===== src/rtl/mem_ctrl_pkg.sv =====
// Shared definitions for the mem_ctrl RAM initiator: FSM state encoding,
// default bus widths and the RAM read latency seen by the controller.
package mem_ctrl_pkg;

    typedef enum logic [1:0] {
        IDLE  = 2'd0,
        WRITE = 2'd1,
        READ1 = 2'd2,
        READ2 = 2'd3
    } state_t;

    localparam int unsigned DEF_ADDR_W   = 7;
    localparam int unsigned DEF_DATA_W   = 8;

    // Cycles between read accept and the edge at which saida is captured.
    localparam int unsigned READ_LATENCY = 2;

endpackage


===== src/rtl/mem_ctrl.sv =====
// mem_ctrl: initiator-side controller for mem_ram.
// Accepts single read/write requests over valid/ready, hides the RAM's
// negedge read latency and returns exactly one resp_valid pulse per request.
// Optional feature: MEM_CTRL_RANGE_CHECK_EN -- requests with
// req_addr >= DEPTH complete immediately with resp_err=1 and no RAM access.
module mem_ctrl
    import mem_ctrl_pkg::*;
#(
    parameter int unsigned DEPTH  = 32,
    parameter int unsigned ADDR_W = DEF_ADDR_W,
    parameter int unsigned DATA_W = DEF_DATA_W
) (
    input  logic              clk,
    input  logic              reset,
    input  logic              req_valid,
    output logic              req_ready,
    input  logic              req_we,
    input  logic [ADDR_W-1:0] req_addr,
    input  logic [DATA_W-1:0] req_wdata,
    output logic              resp_valid,
    output logic [DATA_W-1:0] resp_rdata,
    output logic              resp_err,
    output logic              escrita,
    output logic [ADDR_W-1:0] end_entrada,
    output logic [DATA_W-1:0] entrada,
    output logic [ADDR_W-1:0] end_saida,
    input  logic [DATA_W-1:0] saida
);

    state_t            state, state_d;
    logic              escrita_d;
    logic [ADDR_W-1:0] end_entrada_d;
    logic [DATA_W-1:0] entrada_d;
    logic [ADDR_W-1:0] end_saida_d;
    logic              resp_valid_d;
    logic [DATA_W-1:0] resp_rdata_d;
    logic              resp_err_d;
    logic              range_err;

`ifdef MEM_CTRL_RANGE_CHECK_EN
    localparam logic [ADDR_W:0] DEPTH_LIM = DEPTH[ADDR_W:0];
    assign range_err = ({1'b0, req_addr} >= DEPTH_LIM);
`else
    // Without range checking every address goes to the RAM.
    logic unused_depth;
    assign unused_depth = ^DEPTH;
    assign range_err    = 1'b0;
`endif

    assign req_ready = (state == IDLE);

    // State and registered outputs, synchronous active-high reset.
    always_ff @(posedge clk) begin
        if (reset) begin
            state       <= IDLE;
            escrita     <= 1'b0;
            end_entrada <= '0;
            entrada     <= '0;
            end_saida   <= '0;
            resp_valid  <= 1'b0;
            resp_rdata  <= '0;
            resp_err    <= 1'b0;
        end else begin
            state       <= state_d;
            escrita     <= escrita_d;
            end_entrada <= end_entrada_d;
            entrada     <= entrada_d;
            end_saida   <= end_saida_d;
            resp_valid  <= resp_valid_d;
            resp_rdata  <= resp_rdata_d;
            resp_err    <= resp_err_d;
        end
    end

    // Next-state and next-output logic; addresses/data hold unless reloaded.
    always_comb begin
        state_d       = state;
        escrita_d     = 1'b0;
        end_entrada_d = end_entrada;
        entrada_d     = entrada;
        end_saida_d   = end_saida;
        resp_valid_d  = 1'b0;
        resp_rdata_d  = resp_rdata;
        resp_err_d    = 1'b0;

        case (state)
            IDLE: begin
                // req_ready is high here, so req_valid means an accept.
                if (req_valid) begin
                    if (range_err) begin
                        resp_valid_d = 1'b1;
                        resp_err_d   = 1'b1;
                    end else if (req_we) begin
                        state_d       = WRITE;
                        escrita_d     = 1'b1;
                        end_entrada_d = req_addr;
                        entrada_d     = req_wdata;
                    end else begin
                        state_d     = READ1;
                        end_saida_d = req_addr;
                    end
                end
            end
            WRITE: begin
                state_d      = IDLE;
                resp_valid_d = 1'b1;
            end
            READ1: begin
                state_d = READ2;
            end
            READ2: begin
                state_d      = IDLE;
                resp_valid_d = 1'b1;
                resp_rdata_d = saida;
            end
            default: begin
                state_d = IDLE;
            end
        endcase
    end

endmodule

===== config.mk =====
export PLATFORM = sky130hd
export DESIGN_NAME = mem_ctrl
export DESIGN_NICKNAME = d
export VERILOG_FILES = /design/src/rtl/mem_ctrl_pkg.sv /design/src/rtl/mem_ctrl.sv
export SDC_FILE = /design/constraint.sdc
export NUM_CORES = 1
export LEC_CHECK = 0
export CORE_MARGIN = 2
export CORE_UTILIZATION = 45
export DETAILED_ROUTE_END_ITERATION = 10
export GPL_TIMING_DRIVEN = 0
export PLACE_DENSITY = 0.84
export SETUP_SLACK_MARGIN = 0.05
export SLEW_MARGIN = 15
export SYNTH_ARGS = -nofsm -noshare
export SYNTH_HDL_FRONTEND = slang
export SYNTH_SLANG_ARGS = --single-unit

===== constraint.sdc =====
create_clock -name clk -period 2.4 [get_ports clk]
set_clock_uncertainty 0.1 [all_clocks]
set_input_delay 0.36 -clock clk [delete_from_list [all_inputs] [get_ports clk]]
set_output_delay 0.36 -clock clk [all_outputs]
set_load 0.01 [all_outputs]

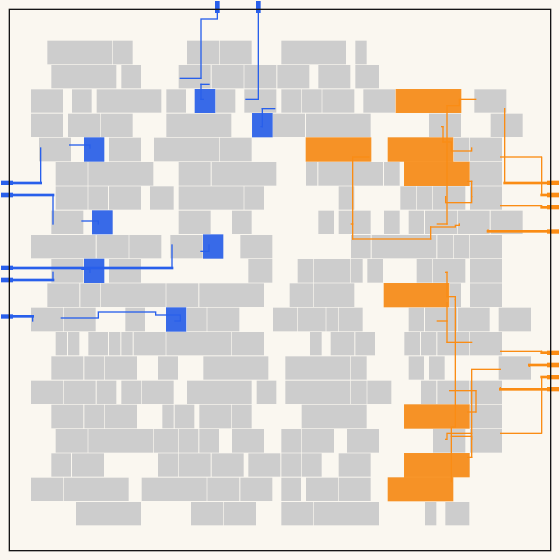
(I/O nets highlighted)
orange -> resp_rdata  # direction output, edge east, end cells 8, buffers 8, wire 175 µm
blue -> req_addr  # direction input, edge 5 west, 2 north, end cells 7, buffers 7, wire 94.6 µm

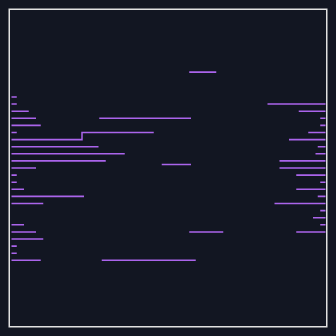
(signal wires on met3)
longest straight run = 21.4 µm
nets with wire on the layer = 42

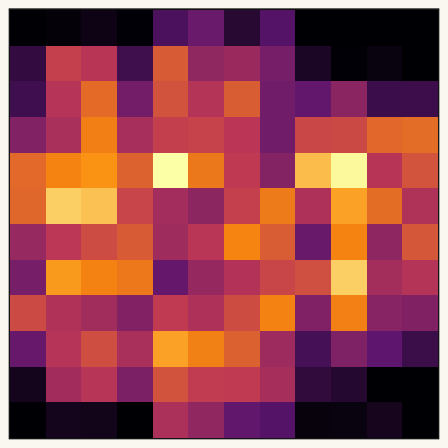
(wire density map)
12 x 12 tiles, from black (low) to pale yellow (high), scaled to the fullest tile. Values are wire area over tile area, all layers added.
nearly empty tiles = 9.7%
tiles over half the peak = 38%
fullest tile = 0.35
mean over tiles = 0.15

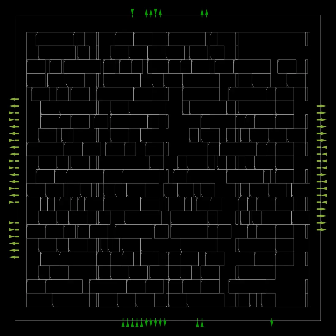
(placement view)
count of standard-cell rows: 20
Post-Layout Cell Count: 251
core outline area: 3050 µm²

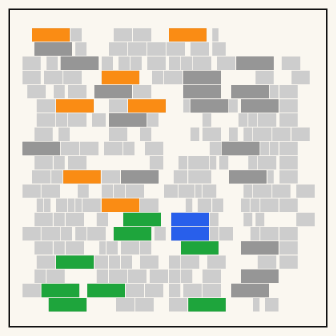
(sequential cells coloured by netlist name)
Other sequential cells in the stronger grey, the rest of the logic in the fainter grey.
blue -> state  # flops 2
orange -> end_entrada  # flops 7
green -> entrada  # flops 8
not coloured = 17

==> run notes <==
Numbers from the implementation run.

For this block, the initial DRC count from the detailed router was 39. Global routing used 33.5% of the available met2 tracks. Once routing completed, OpenROAD measured the worst setup slack at 0.245 ns. The number of buffers created by CTS is 5.

Timing would allow up to ~460 MHz. The via count of the first global-routing pass is 1153. The class of the most critical setup path is register to output pin. Wire segments on met3 add up to between 200 and 300 µm in the final route. Measured in cells, the most critical reg-to-reg path has a length of 3. For reference, the top cells by area after synthesis are sky130_fd_sc_hd__dfxtp_1 47%, sky130_fd_sc_hd__nand2b_1 16%, sky130_fd_sc_hd__mux2i_1 15%, sky130_fd_sc_hd__a21bo_2 5.6%, sky130_fd_sc_hd__a21oi_1 3.1%.

The required time reported for the critical path endpoint is 1.94 ns. The maximum vdd ir drop is 0.282 mV. The flow ran to the end, and the final reports show no timing, DRC or antenna violations.

The final sum of negative setup slack is 0 ns. The tightest min-delay check is of the input pin to register type. The startpoint of the worst hold path is reset. The instance count of the mapped netlist is 142. The cell resize tally after clock tree synthesis is 0.

The number of nets produced by synthesis is about 170. Per the post-CTS timing run, clock transition at the registers of the reported paths is approximately 0.10 ns. The origin of the critical flop-to-flop path is state[1]. According to the floorplan report, the total die area is approximately 3700 µm². The cell sequence reported for the critical path is buf_4 > buf_2 > nor2_1 > clkdlybuf4s50_1. The number of port buffers is 58.

Detailed placement ended at an HPWL of between 2000 and 2500 µm. Along the worst path, the maximum fanout reaches 10. The global router reports that the layer with the highest usage is met2.

The routed wire length is 3260 µm. The capture point of the critical path is req_ready. The yosys-reported design area after synthesis is around 1400 µm². The final layout contains roughly 230 nets. Per the STA report, the cell with the highest stage delay on the worst path is sky130_fd_sc_hd__clkdlybuf4s50_1. The number of buffers on the longest clock path is 2. The number of warning messages in the logs is 26. Of the cells placed in the final design, the portion with a size suffix greater than 1 is 9.66%. Prior to clock tree synthesis, the placed netlist has a worst setup slack of around 0.62 ns. The count of hold buffers inserted by post-cts repair is 0.

The leakage power total is around 0.8 nW. The global routing report lists met1 layer usage as 22.5%. For this design, Yosys synthesis ends with a cell count of about 140. Per STA, the highest per-stage delay on the worst path measures approximately 0.54 ns. The ratio of routed vias to standard cells is ~4.8.
cell families (layout without fill, tap and decap cells):
logic type	after synthesis	after routing	synth area share (%)
other	1	1	0.261
flip-flops	34	34	47.3
AND/OR/NAND/NOR	54	54	23.1
AND-OR/OR-AND	18	18	9.23
multiplexers	22	22	15.3
buffers and inverters	13	78	4.70
power breakdown:
part | internal (mW) | switching, mW | leakage (nW) | total (mW)
clock network | 0.110 | 0.175 | 0.0254 | 0.286
logic | 0.122 | 0.0804 | 0.496 | 0.202
registers | 0.589 | 0.0141 | 0.277 | 0.603
cell usage after synthesis:
master / instances
sky130_fd_sc_hd__nand2b_1: 37
sky130_fd_sc_hd__dfxtp_1: 34
sky130_fd_sc_hd__mux2i_1: 22
sky130_fd_sc_hd__a21oi_1: 9
sky130_fd_sc_hd__a21bo_2: 8
sky130_fd_sc_hd__nand3_1: 8
sky130_fd_sc_hd__clkbuf_1: 5
sky130_fd_sc_hd__buf_4: 4
sky130_fd_sc_hd__buf_2: 3
sky130_fd_sc_hd__nor2_1: 3
sky130_fd_sc_hd__nor2b_1: 2
sky130_fd_sc_hd__and4bb_1: 1
sky130_fd_sc_hd__buf_1: 1
sky130_fd_sc_hd__conb_1: 1
sky130_fd_sc_hd__nand4bb_1: 1
sky130_fd_sc_hd__nor3_1: 1
sky130_fd_sc_hd__nor4b_1: 1
sky130_fd_sc_hd__o21a_1: 1
state kept, by name, summed over array words and instances (netlist names):
signal       count
resp_valid       1
end_saida        7
end_entrada      7
state            2
entrada          8
escrita          1
resp_rdata       8
layout make-up:
type	instances	area, µm²
buffer	13	67.6
fill	266	935
multi-input combinational	95	689
tap	44	55.1
clock buffer	7	45.0
timing repair buffer	58	581
sequential	34	681
No activity file was given, so power comes from the tool's default toggle rates.
